## src/rtl/fetch_pkg.sv

```systemverilog
// Shared types, constants and sizing helpers for the fetch stage.
// Used by fetch_fifo and fetch_prefetch (FETCH_MISALIGN_CHECK_EN selects the misalign feature).
package fetch_pkg;
    localparam int FETCH_XLEN = 64;
    localparam int ILEN = 32;
    localparam logic [ILEN-1:0] NOP_INSTR = 32'h0000_0013;

    typedef struct packed {
        logic [FETCH_XLEN-1:0] pc;
        logic [ILEN-1:0]       instr;
        logic                  misalign;
    } fetch_entry_t;

    function automatic int cnt_w(input int depth);
        return $clog2(depth + 1);
    endfunction

    function automatic int ptr_w(input int depth);
        return (depth > 1) ? $clog2(depth) : 1;
    endfunction
endpackage

```

## src/rtl/fetch_fifo.sv

```systemverilog
// Generic synchronous FIFO with flush; a flush in the same cycle as a push leaves
// exactly the pushed word. Output reads as zero while empty.
module fetch_fifo import fetch_pkg::*; #(
    parameter int WIDTH = 8,
    parameter int DEPTH = 4,
    localparam int CW = cnt_w(DEPTH),
    localparam int PW = ptr_w(DEPTH)
) (
    input  logic             clk,
    input  logic             rst_n,
    input  logic             push,
    input  logic             pop,
    input  logic             flush,
    input  logic [WIDTH-1:0] din,
    output logic [WIDTH-1:0] dout,
    output logic             full,
    output logic             empty,
    output logic [CW-1:0]    count
);
    logic [WIDTH-1:0] mem [DEPTH];
    logic [PW-1:0]    rd_ptr, wr_ptr;
    logic             do_push, do_pop;

    function automatic logic [PW-1:0] inc(input logic [PW-1:0] p);
        return (p == PW'(DEPTH - 1)) ? '0 : p + 1'b1;
    endfunction

    assign full    = (count == CW'(DEPTH));
    assign empty   = (count == '0);
    assign do_pop  = pop && !empty && !flush;
    assign do_push = push && (flush || !full || do_pop);
    assign dout    = empty ? '0 : mem[rd_ptr];

    always_ff @(posedge clk or negedge rst_n) begin
        if (!rst_n) begin
            rd_ptr <= '0;
            wr_ptr <= '0;
            count  <= '0;
        end else if (flush) begin
            rd_ptr <= '0;
            wr_ptr <= do_push ? inc('0) : '0;
            count  <= do_push ? CW'(1) : '0;
        end else begin
            if (do_push) wr_ptr <= inc(wr_ptr);
            if (do_pop)  rd_ptr <= inc(rd_ptr);
            count <= count + CW'(do_push) - CW'(do_pop);
        end
    end

    always_ff @(posedge clk) begin
        if (do_push) mem[flush ? PW'(0) : wr_ptr] <= din;
    end
endmodule

```

## src/rtl/fetch_prefetch.sv

```systemverilog
// Fetch stage: credit-limited in-order imem requests, prefetch queue, redirect flush.
// Optional FETCH_MISALIGN_CHECK_EN adds Misalign_F and halts on misaligned targets.
module fetch_prefetch import fetch_pkg::*; #(
    parameter int              XLEN     = 64,
    parameter logic [XLEN-1:0] RESET_PC = '0,
    parameter int              Q_DEPTH  = 4,
    parameter int              MAX_OUT  = 2
) (
    input  logic            clk,
    input  logic            rst_n,
    input  logic            Stall_F,
    input  logic            PCSrc_E,
    input  logic [XLEN-1:0] PCTarget_E,
    output logic            imem_req_valid,
    input  logic            imem_req_ready,
    output logic [XLEN-1:0] imem_req_addr,
    input  logic            imem_rsp_valid,
    input  logic [ILEN-1:0] imem_rsp_data,
`ifdef FETCH_MISALIGN_CHECK_EN
    output logic            Misalign_F,
`endif
    output logic            Valid_F,
    output logic [XLEN-1:0] PC_F,
    output logic [ILEN-1:0] Instr_F
);
`ifdef FETCH_MISALIGN_CHECK_EN
    localparam int EW = XLEN + ILEN + 1;
`else
    localparam int EW = XLEN + ILEN;
`endif
    localparam int QCW = cnt_w(Q_DEPTH);
    localparam int OCW = cnt_w(MAX_OUT);

    logic [XLEN-1:0] fetch_pc, target, rsp_pc;
    logic [OCW-1:0]  out_cnt, drop_cnt;
    logic [QCW-1:0]  q_count;
    logic [EW-1:0]   q_din, q_dout;
    logic            q_full, q_empty, q_push, q_pop;
    logic            pc_full, pc_empty, fire, rsp, rsp_keep, halt;

    // Outstanding requests are counted by the in-flight PC FIFO itself.
    assign imem_req_valid = rst_n && !PCSrc_E && !halt && !pc_full
                            && ((int'(out_cnt) + int'(q_count)) < Q_DEPTH);
    assign imem_req_addr  = fetch_pc;
    assign fire           = imem_req_valid && imem_req_ready;
    assign rsp            = imem_rsp_valid && !pc_empty;
    assign rsp_keep       = rsp && !PCSrc_E && (drop_cnt == '0);
    assign q_pop          = Valid_F && !Stall_F && !PCSrc_E;
    assign Valid_F        = !q_empty;

`ifdef FETCH_MISALIGN_CHECK_EN
    logic mis_target;
    assign target     = PCTarget_E;
    assign mis_target = |PCTarget_E[1:0];
    assign q_push     = (PCSrc_E && mis_target) || rsp_keep;
    assign q_din      = PCSrc_E ? {PCTarget_E, NOP_INSTR, 1'b1} : {rsp_pc, imem_rsp_data, 1'b0};
    assign {PC_F, Instr_F, Misalign_F} = q_dout;

    always_ff @(posedge clk or negedge rst_n) begin
        if (!rst_n)       halt <= 1'b0;
        else if (PCSrc_E) halt <= mis_target;
    end
`else
    assign target = PCTarget_E & ~XLEN'(3);
    assign q_push = rsp_keep;
    assign q_din  = {rsp_pc, imem_rsp_data};
    assign {PC_F, Instr_F} = q_dout;
    assign halt   = 1'b0;
`endif

    always_ff @(posedge clk or negedge rst_n) begin
        if (!rst_n)       fetch_pc <= RESET_PC;
        else if (PCSrc_E) fetch_pc <= target;
        else if (fire)    fetch_pc <= fetch_pc + XLEN'(4);
    end

    // Every request still in flight at a redirect is stale; a response landing now is already discarded.
    always_ff @(posedge clk or negedge rst_n) begin
        if (!rst_n)                      drop_cnt <= '0;
        else if (PCSrc_E)                drop_cnt <= out_cnt - OCW'(rsp);
        else if (rsp && drop_cnt != '0)  drop_cnt <= drop_cnt - 1'b1;
    end

    fetch_fifo #(.WIDTH(XLEN), .DEPTH(MAX_OUT)) u_pc_fifo (
        .clk(clk), .rst_n(rst_n), .push(fire), .pop(rsp), .flush(1'b0),
        .din(fetch_pc), .dout(rsp_pc), .full(pc_full), .empty(pc_empty), .count(out_cnt)
    );

    fetch_fifo #(.WIDTH(EW), .DEPTH(Q_DEPTH)) u_queue (
        .clk(clk), .rst_n(rst_n), .push(q_push), .pop(q_pop), .flush(PCSrc_E),
        .din(q_din), .dout(q_dout), .full(q_full), .empty(q_empty), .count(q_count)
    );

    // Issue credit reserves a slot for every response, so a kept response never meets a full queue.
    assert property (@(posedge clk) disable iff (!rst_n) !(rsp_keep && q_full));
endmodule

```

## config.mk

```make
export PLATFORM = sky130hd
export DESIGN_NAME = fetch_prefetch
export DESIGN_NICKNAME = d
export VERILOG_FILES = /design/src/rtl/fetch_pkg.sv /design/src/rtl/fetch_fifo.sv /design/src/rtl/fetch_prefetch.sv
export SDC_FILE = /design/constraint.sdc
export NUM_CORES = 1
export LEC_CHECK = 0
export CORE_MARGIN = 4
export CORE_UTILIZATION = 46
export DETAILED_ROUTE_END_ITERATION = 8
export MAX_ROUTING_LAYER = met4
export PLACE_DENSITY = 0.79
export RECOVER_POWER = 100
export SLEW_MARGIN = 20
export SYNTH_ARGS = -nofsm -noshare
export SYNTH_HDL_FRONTEND = slang
export SYNTH_SLANG_ARGS = --single-unit
```

## constraint.sdc

```tcl
create_clock -name clk -period 13.7 [get_ports clk]
set_input_delay 2.74 -clock clk [delete_from_list [all_inputs] [get_ports clk]]
set_output_delay 2.74 -clock clk [all_outputs]
set_load 0.05 [all_outputs]
```

**Signal wires on met1**

Bar = 50 um.
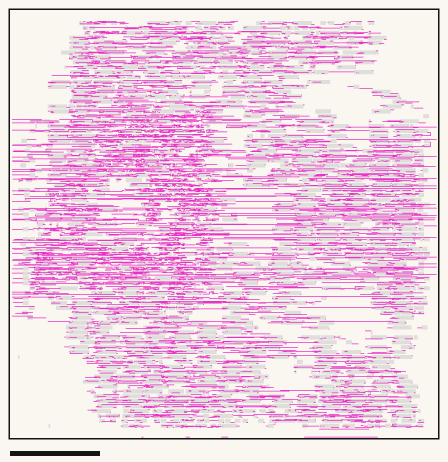
share of all routed wire	41%
main direction	horizontal
nets with wire on the layer	1,730
wire length on this layer	24.5 mm
longest straight run	119 um
global routing usage on met1: 28.8%
Via Count: 14,500
wire length after detailed routing: 59,900 um

**The metal 2 layer**

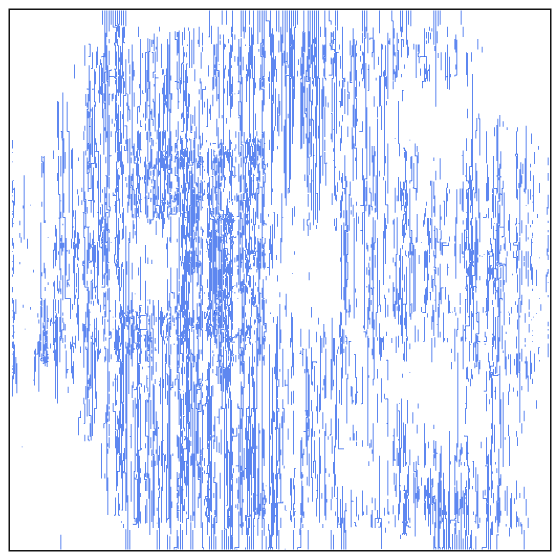
share of all routed wire	48%
nets with wire on the layer	1,623
main direction	vertical
wire length on this layer	28.9 mm
longest straight run	98.6 um
met2 track demand over resource: 33.9%

**Met3 routing**

Bar = 50 um.
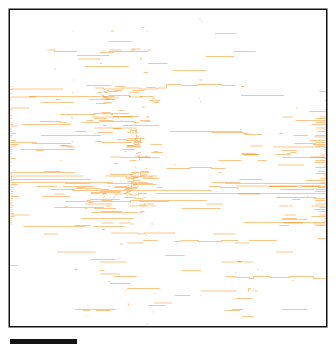
nets with wire on the layer	274
longest straight run	127 um
wire length on this layer	4,840 um
main direction	horizontal
Global Route met3 Usage: 4.85%

**M4 wires**

Bar = 50 um.
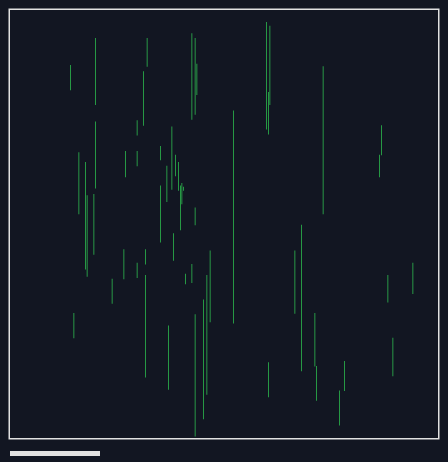
nets with wire on the layer	37
share of all routed wire	2.8%
wire length on this layer	1,660 um

==> summary.txt <==
Implementation status.

- The run finished, with violations left.
- The final reports fail on capacitance limit, slew limit.
- The detail route stage leaves a number of antenna-violating nets equal to 0.
- The total number of H-tree levels is 2.
- The mux contribution to synthesized area is 12.0%.
- The routed wire length on met2 is ~29,000 um.
- The maximum clock frequency is 101 MHz.
- TritonCTS built the clock tree.
- The report counts max-capacitance violations totalling 5.
- The smallest setup slack after layout is approximately 3.8 ns.
- The detailed placement HPWL is 36,500 um.
- The fill cell total of the finished layout is roughly 4,000.
- In this run the register-to-register setup slack is about 8 ns.
- In the routed layout, each cell is associated on average with a via count of a little under 6.
- The cell total after placement is 2,363.
- By area the synthesized netlist is led by edfxtp_1 63%, mux4_2 8.9%, dfrtp_1 7.8%.
- The kind of capture point of the worst setup path is a register.
- The skew report gives the latency at the later pin of the worst-skew pair as around 0.60 ns.
- The floorplan step set the die height to roughly 240 um.
- For this run, the number of Yosys warnings is 0.
- The report shows a maximum critical-path fanout of 89.
- For reference, the final report shows the max-slew violation count at 348.
- The total negative setup slack is 0 ns.
## path summary, 6_finish.rpt
kind,start,end,cells past startpoint
min reg2reg,u_pc_fifo.wr_ptr,u_pc_fifo.wr_ptr,1
max,PCSrc_E,u_pc_fifo.mem[0][53],7
min in group asynchronous,rst_n,u_pc_fifo.rd_ptr,1
max in group asynchronous,rst_n,u_queue.rd_ptr[0],1
max reg2reg,u_pc_fifo.count[1],u_pc_fifo.mem[0][53],6
min,u_pc_fifo.wr_ptr,u_pc_fifo.wr_ptr,1
## metal layers
metal	GRT usage, %	vias up
met3	4.85	130
met2	33.9	698
li1	-	6349
met5	-	-
met1	28.8	7279
met4	6.10	0
## power by group through the flow
stage	Sequential [mW]	Clock, mW	Combinational (mW)
4_1_cts	2.29	1.60	1.77
5_1_grt	2.30	1.68	1.81
2_1_floorplan	2.33	0	1.13
3_3_place_gp	2.31	0	1.74
6_report	2.29	1.57	1.70
3_5_place_dp	2.32	0	1.77
## placed cells by master, fill, tap and decap left out, types with 7 or more instances in the layout
master | synthesis | layout
dlygate4sd3_1 | 0 | 183
bufinv_16 | 0 | 9
clkinv_2 | 0 | 13
dfrtp_1 | 75 | 72
a22oi_1 | 9 | 9
a21oi_1 | 14 | 14
nor2_1 | 101 | 98
buf_4 | 3 | 12
o21ai_0 | 23 | 27
inv_1 | 18 | 17
edfxtp_1 | 504 | 504
clkbuf_16 | 0 | 57
clkbuf_1 | 58 | 12
and2_1 | 111 | 100
a31oi_1 | 8 | 8
o211ai_1 | 18 | 18
nand2_1 | 74 | 74
mux4_2 | 95 | 95
diode_2 | 0 | 7
nand4_1 | 43 | 43
clkdlybuf4s50_1 | 0 | 74
xnor2_1 | 8 | 8
ha_1 | 10 | 10
nor3_1 | 18 | 18
a211o_1 | 8 | 8
and4_1 | 15 | 15
clkinv_1 | 1 | 13
nor4_1 | 15 | 16
or4_1 | 8 | 8
and2_0 | 1 | 11
nand3_1 | 54 | 54
xor2_1 | 9 | 9
mux2i_1 | 73 | 73
and3_1 | 17 | 16
## worst max-delay path, cell delays in order
cell      delay (ns)
buf_2           0.07
clkbuf_1        2.80
nor4b_1         0.20
nand4_1         0.25
clkbuf_1        2.06
nor2_4          0.63
clkbuf_1        1.07
## sequential cells by signal, summed over array words and instances (netlist names)
| signal | count |
|---|---|
| u_pc_fifo.wr_ptr | 1 |
| u_pc_fifo.mem | 124 |
| imem_req_addr | 62 |
| u_pc_fifo.count | 2 |
| drop_cnt | 2 |
| u_queue.rd_ptr | 2 |
| u_queue.wr_ptr | 2 |
| u_queue.mem | 380 |
| u_pc_fifo.rd_ptr | 1 |
| u_queue.count | 3 |
## cell type report
cell class / instances / share of cell area (%)
clock buffers: 64 / 4.96
inverters: 20 / 0.257
multi-input cells: 808 / 23.0
clock inverters: 39 / 1.44
repair buffers: 276 / 9.22
diodes: 7 / 0.0599
well taps: 680 / 2.91
flip-flops and latches: 579 / 58.2
## kinds of logic (layout without fill, tap and decap cells)
kind of cell,Yosys count,in the layout
flip-flops,579,579
AND/OR/NAND/NOR,486,486
multiplexers,171,171
AND-OR/OR-AND,117,117
buffers and inverters,109,399
XOR/XNOR,17,17
adder cells (fa/ha/maj),11,11
other,1,13
Power and IR drop assume default switching activity.
